**src/rtl/lsu_dmem_if.sv**
```systemverilog
// RV32I load/store unit front end to a single-port data RAM.
// It registers one request at a time, aligns the store lanes and extends the load data.
module lsu_dmem_if #(
  parameter int AWIDTH = 32,
  parameter int DWIDTH = 32
) (
  input  logic              clk,
  input  logic              rst,
  input  logic              req_valid,
  output logic              req_ready,
  input  logic              req_we,
  input  logic [2:0]        req_funct3,
  input  logic [AWIDTH-1:0] req_addr,
  input  logic [DWIDTH-1:0] req_wdata,
  output logic              resp_valid,
  output logic [DWIDTH-1:0] resp_rdata,
  output logic              resp_err,
  output logic              mem_en,
  output logic              mem_we,
  output logic [3:0]        mem_be,
  output logic [AWIDTH-3:0] mem_addr,
  output logic [DWIDTH-1:0] mem_wdata,
  input  logic [DWIDTH-1:0] mem_rdata
);

  typedef enum logic [1:0] {
    IDLE   = 2'd0,
    ACCESS = 2'd1,
    RDWAIT = 2'd2,
    RESP   = 2'd3
  } state_t;

  state_t            state;
  state_t            next_state;
  logic              op_we;
  logic [2:0]        op_funct3;
  logic [AWIDTH-1:0] op_addr;
  logic [DWIDTH-1:0] op_wdata;
  logic              resp_valid_next;
  logic              resp_err_next;
  logic [DWIDTH-1:0] resp_rdata_next;

  function automatic logic access_err(input logic we, input logic [2:0] f3, input logic [1:0] a);
    case (f3)
      3'b000:  access_err = 1'b0;
      3'b001:  access_err = a[0];
      3'b010:  access_err = (a != 2'b00);
      3'b100:  access_err = we;
      3'b101:  access_err = we | a[0];
      default: access_err = 1'b1;
    endcase
  endfunction

  function automatic logic [3:0] store_be(input logic [2:0] f3, input logic [1:0] a);
    case (f3[1:0])
      2'b00:   store_be = 4'b0001 << a;
      2'b01:   store_be = a[1] ? 4'b1100 : 4'b0011;
      2'b10:   store_be = 4'b1111;
      default: store_be = 4'b0000;
    endcase
  endfunction

  function automatic logic [31:0] store_data(input logic [2:0] f3, input logic [31:0] wd);
    case (f3[1:0])
      2'b00:   store_data = {4{wd[7:0]}};
      2'b01:   store_data = {2{wd[15:0]}};
      default: store_data = wd;
    endcase
  endfunction

  function automatic logic [31:0] load_ext(input logic [2:0] f3, input logic [1:0] a, input logic [31:0] rd);
    logic [7:0]  b;
    logic [15:0] h;
    b = rd[{a, 3'b000} +: 8];
    h = a[1] ? rd[31:16] : rd[15:0];
    case (f3)
      3'b000:  load_ext = {{24{b[7]}}, b};
      3'b001:  load_ext = {{16{h[15]}}, h};
      3'b100:  load_ext = {24'd0, b};
      3'b101:  load_ext = {16'd0, h};
      default: load_ext = rd;
    endcase
  endfunction

  assign req_ready = (state == IDLE);

  // RAM strobes come straight from the state register, so reset clears them immediately.
  always_comb begin
    mem_en    = 1'b0;
    mem_we    = 1'b0;
    mem_be    = 4'b0000;
    mem_addr  = '0;
    mem_wdata = '0;
    if (state == ACCESS) begin
      mem_en    = 1'b1;
      mem_we    = op_we;
      mem_be    = op_we ? store_be(op_funct3, op_addr[1:0]) : 4'b1111;
      mem_addr  = op_addr[AWIDTH-1:2];
      mem_wdata = op_we ? store_data(op_funct3, op_wdata) : '0;
    end else begin
      mem_en = 1'b0;
    end
  end

  always_comb begin
    next_state      = state;
    resp_valid_next = 1'b0;
    resp_err_next   = 1'b0;
    resp_rdata_next = '0;
    case (state)
      IDLE: begin
        if (req_valid) begin
          if (access_err(req_we, req_funct3, req_addr[1:0])) begin
            next_state      = RESP;
            resp_valid_next = 1'b1;
            resp_err_next   = 1'b1;
          end else begin
            next_state = ACCESS;
          end
        end else begin
          next_state = IDLE;
        end
      end
      ACCESS: begin
        if (op_we) begin
          next_state      = RESP;
          resp_valid_next = 1'b1;
        end else begin
          next_state = RDWAIT;
        end
      end
      RDWAIT: begin
        next_state      = RESP;
        resp_valid_next = 1'b1;
        resp_rdata_next = load_ext(op_funct3, op_addr[1:0], mem_rdata);
      end
      RESP:    next_state = IDLE;
      default: next_state = IDLE;
    endcase
  end

  always_ff @(posedge clk or negedge rst) begin
    if (!rst) begin
      state <= IDLE;
    end else begin
      state <= next_state;
    end
  end

  // Request capture; held for the whole operation.
  always_ff @(posedge clk or negedge rst) begin
    if (!rst) begin
      op_we     <= 1'b0;
      op_funct3 <= 3'b000;
      op_addr   <= '0;
      op_wdata  <= '0;
    end else if (state == IDLE && req_valid) begin
      op_we     <= req_we;
      op_funct3 <= req_funct3;
      op_addr   <= req_addr;
      op_wdata  <= req_wdata;
    end else begin
      op_we <= op_we;
    end
  end

  always_ff @(posedge clk or negedge rst) begin
    if (!rst) begin
      resp_valid <= 1'b0;
      resp_err   <= 1'b0;
      resp_rdata <= '0;
    end else begin
      resp_valid <= resp_valid_next;
      resp_err   <= resp_err_next;
      resp_rdata <= resp_rdata_next;
    end
  end

endmodule
```
**config.mk**
```make
export PLATFORM = sky130hd
export DESIGN_NAME = lsu_dmem_if
export DESIGN_NICKNAME = d
export VERILOG_FILES = /design/src/rtl/lsu_dmem_if.sv
export SDC_FILE = /design/constraint.sdc
export NUM_CORES = 1
export LEC_CHECK = 0
export CAP_MARGIN = 15
export CORE_MARGIN = 10
export CORE_UTILIZATION = 47
export DETAILED_ROUTE_END_ITERATION = 7
export PLACE_DENSITY = 0.89
export SLEW_MARGIN = 20
export SYNTH_ARGS = -nofsm -noshare
export SYNTH_HDL_FRONTEND = slang
export SYNTH_SLANG_ARGS = --single-unit
```
**constraint.sdc**
```tcl
create_clock -name clk -period 3.6 [get_ports clk]
set_clock_uncertainty 0.2 [all_clocks]
set_input_delay 0.54 -clock clk [delete_from_list [all_inputs] [get_ports clk]]
set_output_delay 0.54 -clock clk [all_outputs]
set_load 0.01 [all_outputs]
```
Figure 1. Clock wires, drivers and flops (run 1).
The bar under the picture is 20 um long.
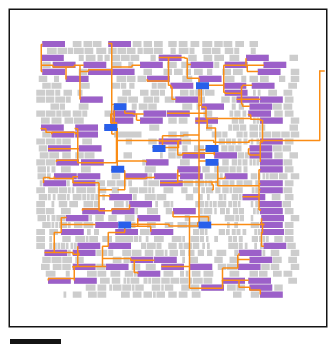
purple -> flip-flops  # count 104
blue -> clock drivers  # count 9
orange -> clock wires  # length 1250 um
routed clock nets = 10
flops lie = all over the die
clock network power share: 12.9%
clock insertion delay at the later pin of the skew report: 0.35 ns

Figure 2. Clock routing (run 1).
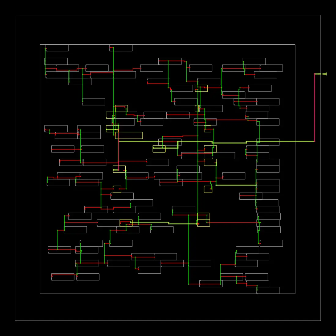
TritonCTS buffer count: 9
power of the clock network: 0.760 mW
CTS sink count: 104
layout clock buffer count: 11

==> impl_metrics.py, run 1 <==
# Metrics from the implementation run
metrics = {
    "worst_setup_path": {
        "cp-start-kind": "flop",
        "critPathMaxStageDelay_ns": 0.60,
        "cell_chain_critical_path": "buf_4, nor2_1, nand2_1, a21oi_1, clkdlybuf4s50_1",
        "crit_fanout": 18,
        "critPathSlowestCell": "sky130_fd_sc_hd__nor2_1",
    },
    "power_and_ir_drop": {
        "power.switching_fraction_pct": 37.44,
        "max-vdd-ir-drop_mv": 0.3589,
        "pwr_density_cell_mw_per_mm2": 793.9,
        "netSwitchingPower_mw": 2.203,
        "power.share.sequential_pct": 35.1,
    },
    "global_route": {
        "largest_net_degree_at_the_start_of_global_routing": 46,
        "global_route.usage.met1_pct": 22.45,
        "overflow": 0,
        "grt_antenna_before_repair": 1,
    },
    "final_layout": {
        "mostFrequentLayoutCell": "sky130_fd_sc_hd__clkdlybuf4s50_1",
        "ff_latch_area_mm2": 0.002603,
        "layout.cell_area.non_filler_mm2": 0.007411,
    },
    "clock_network": {
        "cts_tree": "done",
        "cts_max_level": 3,
    },
    "place": {
        "port_buffers": 205,
        "dpl_cell_area_mm2": 0.007196,
        "gp_congestion": 0.8502,
    },
    "timing": {
        "grt_setup_unrepaired": "no",
        "fin_hold_ws_ns": 0.3075,
        "postLayoutSetupSlackWorst_ns": 0.2322,
        "worst-slew-pin-transition_ns": 0.9352,
        "slew_violations": 0,
    },
    "floorplanning": {
        "pre_place_util_pct": 48.49,
        "die_y_um": 123.4,
        "num_rows": 37,
        "die-width_um": 123.4,
    },
    "status": {
        "run_status": "finished clean",
    },
    "run": {
        "openroad.warnings": 29,
    },
    "yosys": {
        "avgSynthCellArea_um2": 10.77,
        "synth-cells-yosys": 467,
        "edf_count": 0,
        "synthesized_netlist_net_count": 574,
        "dominantRegCellSynth": "sky130_fd_sc_hd__dfrtp_1",
    },
    "route": {
        "met2RoutedLength_um": 7768,
        "detail_route.drc_violations": 0,
        "drt_iter0_markers": 306,
        "wl_met1_um": 6080,
        "vias": 4261,
    },
}
Figure 3. Routed metal per tile (run 1).
The bar under the picture is 20 um long. The die is cut into 25 by 25 equal tiles; white is low, dark blue is high, scaled to the fullest tile. Values are wire area over tile area, all layers added.
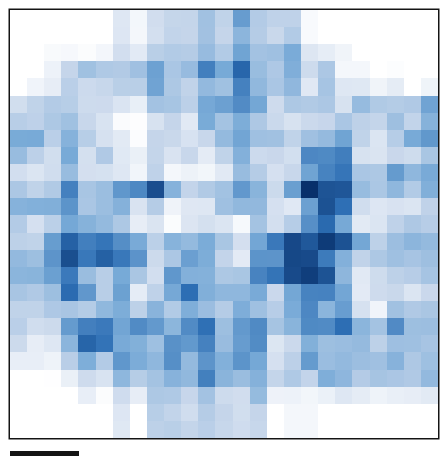
densest ninth of the die = right middle
mean over tiles = 0.17
fullest tile = 0.55
aggregate global-route resource usage: 20.13%
wire length per cell: 19.68 um

==> run 1: worst max-delay path: cells and delay by family (launching register included) <==
| family | cells | cell delay [ns] |
|---|---|---|
| AND-OR/OR-AND | 1 | 0.18 |
| buffers and inverters | 2 | 0.85 |
| flip-flops | 1 | 0.48 |
| AND/OR/NAND/NOR | 2 | 0.75 |
==> run 1: power by group through the flow <==
stage | clock [mW] | sequential, mW | combinational, mW
6_report | 0.760 | 2.07 | 3.06
5_1_grt | 0.832 | 2.13 | 3.32
4_1_cts | 0.781 | 2.06 | 3.09
3_5_place_dp | 0 | 2.09 | 3.08
3_3_place_gp | 0 | 2.04 | 2.99
2_1_floorplan | 0 | 2.01 | 1.77
==> run 1: cells by family after synthesis <==
logic type	share of synthesized area, %
and+or+nand+nor	14.33
DFF	51.75
muxes	19.46
AOI/OAI and AO/OA	9.803
buffers and inverters	3.658
adders and majority gates	0.9953
==> run 1: cell usage after synthesis (8+ instances only) <==
cell,n,share of area (%)
sky130_fd_sc_hd__o21ai_0,9,0.90
sky130_fd_sc_hd__and3_1,8,1.0
sky130_fd_sc_hd__dfrtp_1,104,52
sky130_fd_sc_hd__and2_1,30,3.7
sky130_fd_sc_hd__nor2b_1,10,1.2
sky130_fd_sc_hd__buf_2,9,0.90
sky130_fd_sc_hd__nand2_1,56,4.2
sky130_fd_sc_hd__a21oi_1,38,3.8
sky130_fd_sc_hd__clkbuf_1,13,0.97
sky130_fd_sc_hd__nor2_1,31,2.3
sky130_fd_sc_hd__buf_1,10,0.75
sky130_fd_sc_hd__inv_1,8,0.60
sky130_fd_sc_hd__mux2i_1,19,3.8
sky130_fd_sc_hd__mux2_2,70,16
==> run 1: per-stage QoR <==
step,util [%],power (mW)
2_1_floorplan,-,3.781
6_report,71.46,5.883
4_1_cts,71.46,5.935
3_5_place_dp,69.39,5.169
5_1_grt,71.46,6.285
3_3_place_gp,69.39,5.039
==> run 1: final timing paths <==
| path | end | slack, ns | cells after the start | startpoint |
|---|---|---|---|---|
| max in group asynchronous | op_addr[11]$_DFFE_PN0P_ | 1.84 | 3 | rst |
| worst max-delay path | mem_wdata[11] | 0.23 | 5 | op_funct3[0]$_DFFE_PN0P_ |
| worst min-delay path | op_addr[17]$_DFFE_PN0P_ | 0.31 | 1 | op_addr[17]$_DFFE_PN0P_ |
| worst max register to register | resp_rdata[29]$_DFF_PN0_ | 0.92 | 6 | state[0]$_DFF_PN0_ |
| worst min register to register | op_addr[17]$_DFFE_PN0P_ | 0.31 | 1 | op_addr[17]$_DFFE_PN0P_ |
| min in group asynchronous | resp_rdata[7]$_DFF_PN0_ | 0.54 | 2 | rst |
==> run 1: flip-flops by register name (all words and copies together) (netlist names) <==
register,cells
resp_err,1
op_we,1
resp_rdata,32
op_funct3,3
op_addr,32
op_wdata,32
state,2
resp_valid,1
==> run 1: cell type report <==
cell class,instances,area share (%)
inverters,9,0.4558
repair buffers,217,29.07
clock inverters,5,0.8610
multi-input cells,320,30.29
clock buffers,11,1.908
flip-flops and latches,104,35.12
well taps,136,2.296
==> run 1: timing repair <==
item / 4_1_cts / 5_1_grt
hold buffers: 1 / 0
hold endpoints to repair: 25 / 0
resized: 0 / 0
buffers inserted: 0 / 0
==> run 2: changes to the inputs <==
--- a/config.mk
+++ b/config.mk
@@ -8,8 +8,10 @@
 export CAP_MARGIN = 15
 export CORE_MARGIN = 10
 export CORE_UTILIZATION = 47
+export CTS_CLUSTER_DIAMETER = 80
 export DETAILED_ROUTE_END_ITERATION = 7
 export PLACE_DENSITY = 0.89
+export REMOVE_ABC_BUFFERS = 1
 export SLEW_MARGIN = 20
 export SYNTH_ARGS = -nofsm -noshare
 export SYNTH_HDL_FRONTEND = slang
==> run 2 against run 1 <==
  * Global-route usage grew 0.86 points
  * Critical path depth down 1
  * Setup slack worse by 0.013 ns
  * Non-clock buffer count did not move
  * Register-to-register slack improved by 0.49 ns
  * Design area about the same
  * Via count rose by 0.68%
  * Power increased by 0.55%
  * Critical endpoint is now mem_wdata[15]
  * Largest power group unchanged
==> impl_metrics.py, run 2 <==
# Metrics from the implementation run
metrics = {
    "final_layout": {
        "ff_latch_area_mm2": 0.002604,
        "registers_with_the_most_flip_flops": "op_addr: 32 flops, op_wdata: 32 flops, resp_rdata: 32 flops",
        "nFillCells": 756,
        "mostFrequentLayoutCell": "sky130_fd_sc_hd__clkdlybuf4s50_1",
    },
    "power_and_ir_drop": {
        "max-vdd-ir-drop_mv": 0.4552,
        "pwr_density_cell_mw_per_mm2": 798.6,
        "total_power_mw": 5.916,
    },
    "global_route": {
        "gr-usage-all-layers_pct": 20.99,
        "largest_net_degree_at_the_start_of_global_routing": 51,
        "overflow": 0,
        "grt_antenna_before_repair": 0,
    },
    "yosys": {
        "edf_count": 0,
        "netlist.top_cell.by_instances": "sky130_fd_sc_hd__dfrtp_1",
        "top_cells_by_count": "sky130_fd_sc_hd__dfrtp_1 (104), sky130_fd_sc_hd__mux2_2 (70), sky130_fd_sc_hd__nand2_1 (56), sky130_fd_sc_hd__a21oi_1 (38), sky130_fd_sc_hd__nor2_1 (31)",
        "avgSynthCellArea_um2": 10.77,
        "dominantRegCellSynth": "sky130_fd_sc_hd__dfrtp_1",
        "post_synth_main_area_contributors": "sky130_fd_sc_hd__dfrtp_1 (52%), sky130_fd_sc_hd__mux2_2 (16%), sky130_fd_sc_hd__nand2_1 (4.2%)",
        "yosys.area.top_type": "sky130_fd_sc_hd__dfrtp_1",
        "synth_warn": 0,
        "top_cell_area_share_pct": 51.75,
    },
    "floorplanning": {
        "pre_place_util_pct": 48.49,
        "die_y_um": 123.4,
        "num_rows": 37,
        "die-width_um": 123.4,
    },
    "timing": {
        "grt_setup_unrepaired": "no",
        "postLayoutSetupSlackWorst_ns": 0.2195,
        "fin_hold_ws_ns": 0.3089,
        "finalCritPeriodShare_pct": 93.90,
        "slew_violations": 0,
    },
    "clock_network": {
        "numCtsBuffers": 9,
        "cts.sink_count": 104,
        "cts_setup_buffers": 0,
        "cts_max_level": 3,
        "cts_tree": "done",
    },
    "place": {
        "port_buffers": 205,
        "gp_congestion": 0.9346,
    },
    "worst_setup_path": {
        "critPathKind": "flop to output pin",
        "crit_fanout": 11,
        "cp-start-kind": "flop",
        "ff2ff_setup_slack_ns": 1.41,
    },
    "run": {
        "openroad.warnings": 28,
    },
    "route": {
        "routedWlPerCell_um": 20.46,
        "detail_route.drc_violations": 0,
    },
    "status": {
        "run_status": "finished clean",
    },
}
[run 2: cell counts after synthesis]
No cell type changed its count.
[run 2: metrics by stage]
step | cells | utilization, % | instance area (um^2)
after floorplan | 433 | - | 4878
after global placement | 785 | 69.40 | 7197
after detailed placement | 785 | 69.40 | 7197
after CTS | 801 | 71.44 | 7408
after global routing | 801 | 71.44 | 7408
final | 801 | 71.44 | 7408
[run 2: critical path, cell delays in order (launching register included)]
cell and delay, ns:
sky130_fd_sc_hd__dfrtp_1 0.55, sky130_fd_sc_hd__nor2_1 0.78, sky130_fd_sc_hd__nand2_1 0.12, sky130_fd_sc_hd__a21oi_1 0.23
sky130_fd_sc_hd__clkdlybuf4s50_1 0.58
[run 2: repair_timing]
action | 4_1_cts | 5_1_grt
endpoints found under the hold margin | 10 | 0
hold buffers | 1 | 0
gates resized | 0 | 0
[run 2: layer usage]
metal	vias up	wire [um]	track usage, %	part of all wire (%)
met5	-	0	0	0
met4	0	141	6.477	0.86
met3	10	2116	9.617	13
met2	205	7732	34.22	47
met1	2096	6395	24.26	39
li1	1979	-	-	-
[run 2: logic make-up after synthesis]
kind of cell,share of synthesized area (%)
buf+inv,3.658
fa+ha+maj,0.9953
mux,19.46
flops,51.75
compound gates,9.803
simple gates,14.33
[run 2: where the power goes]
part | switching, mW | leakage, nW | internal [mW] | total, mW
sequential | 0.411 | 1.28 | 1.71 | 2.12
clock | 0.381 | 0.103 | 0.387 | 0.768
combinational | 1.41 | 1.88 | 1.62 | 3.03
[run 2: worst paths after layout]
check / start / endpoint / cells past startpoint
worst max-delay path: op_funct3[0]$_DFFE_PN0P_ / mem_wdata[15] / 4
worst min-delay path: op_addr[21]$_DFFE_PN0P_ / op_addr[21]$_DFFE_PN0P_ / 1
worst max register to register: op_funct3[1]$_DFFE_PN0P_ / resp_rdata[12]$_DFF_PN0_ / 5
worst min register to register: op_addr[21]$_DFFE_PN0P_ / op_addr[21]$_DFFE_PN0P_ / 1
max in group asynchronous: rst / op_wdata[11]$_DFFE_PN0P_ / 3
min in group asynchronous: rst / state[0]$_DFF_PN0_ / 2
[run 2: final cells by class]
cell class,instances,share of cell area [%]
clock buffer,11,1.773
multi-input combinational,320,30.30
inverter,9,0.4560
clock inverter,4,0.9458
tap,136,2.297
sequential,104,35.15
timing repair buffer,217,29.08
Figure 4. M3 wires (run 2).
Cells faint in the background.
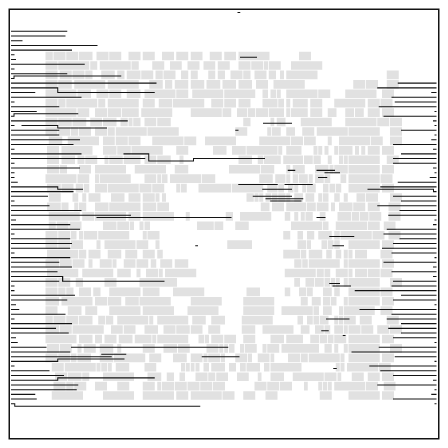
share of all routed wire = 13%
wire length on this layer = 2120 um
met3 capacity usage during global routing: 9.617%
final wirelength: 16390 um
routed via count: 4290

Figure 5. Clock routing (run 2).
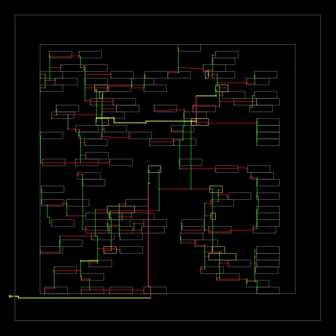
power of the clock network: 0.768 mW
seq_cells: 104
clock insertion delay at the later pin of the skew report: 0.36 ns

Power is estimated from default activity; no workload was simulated.
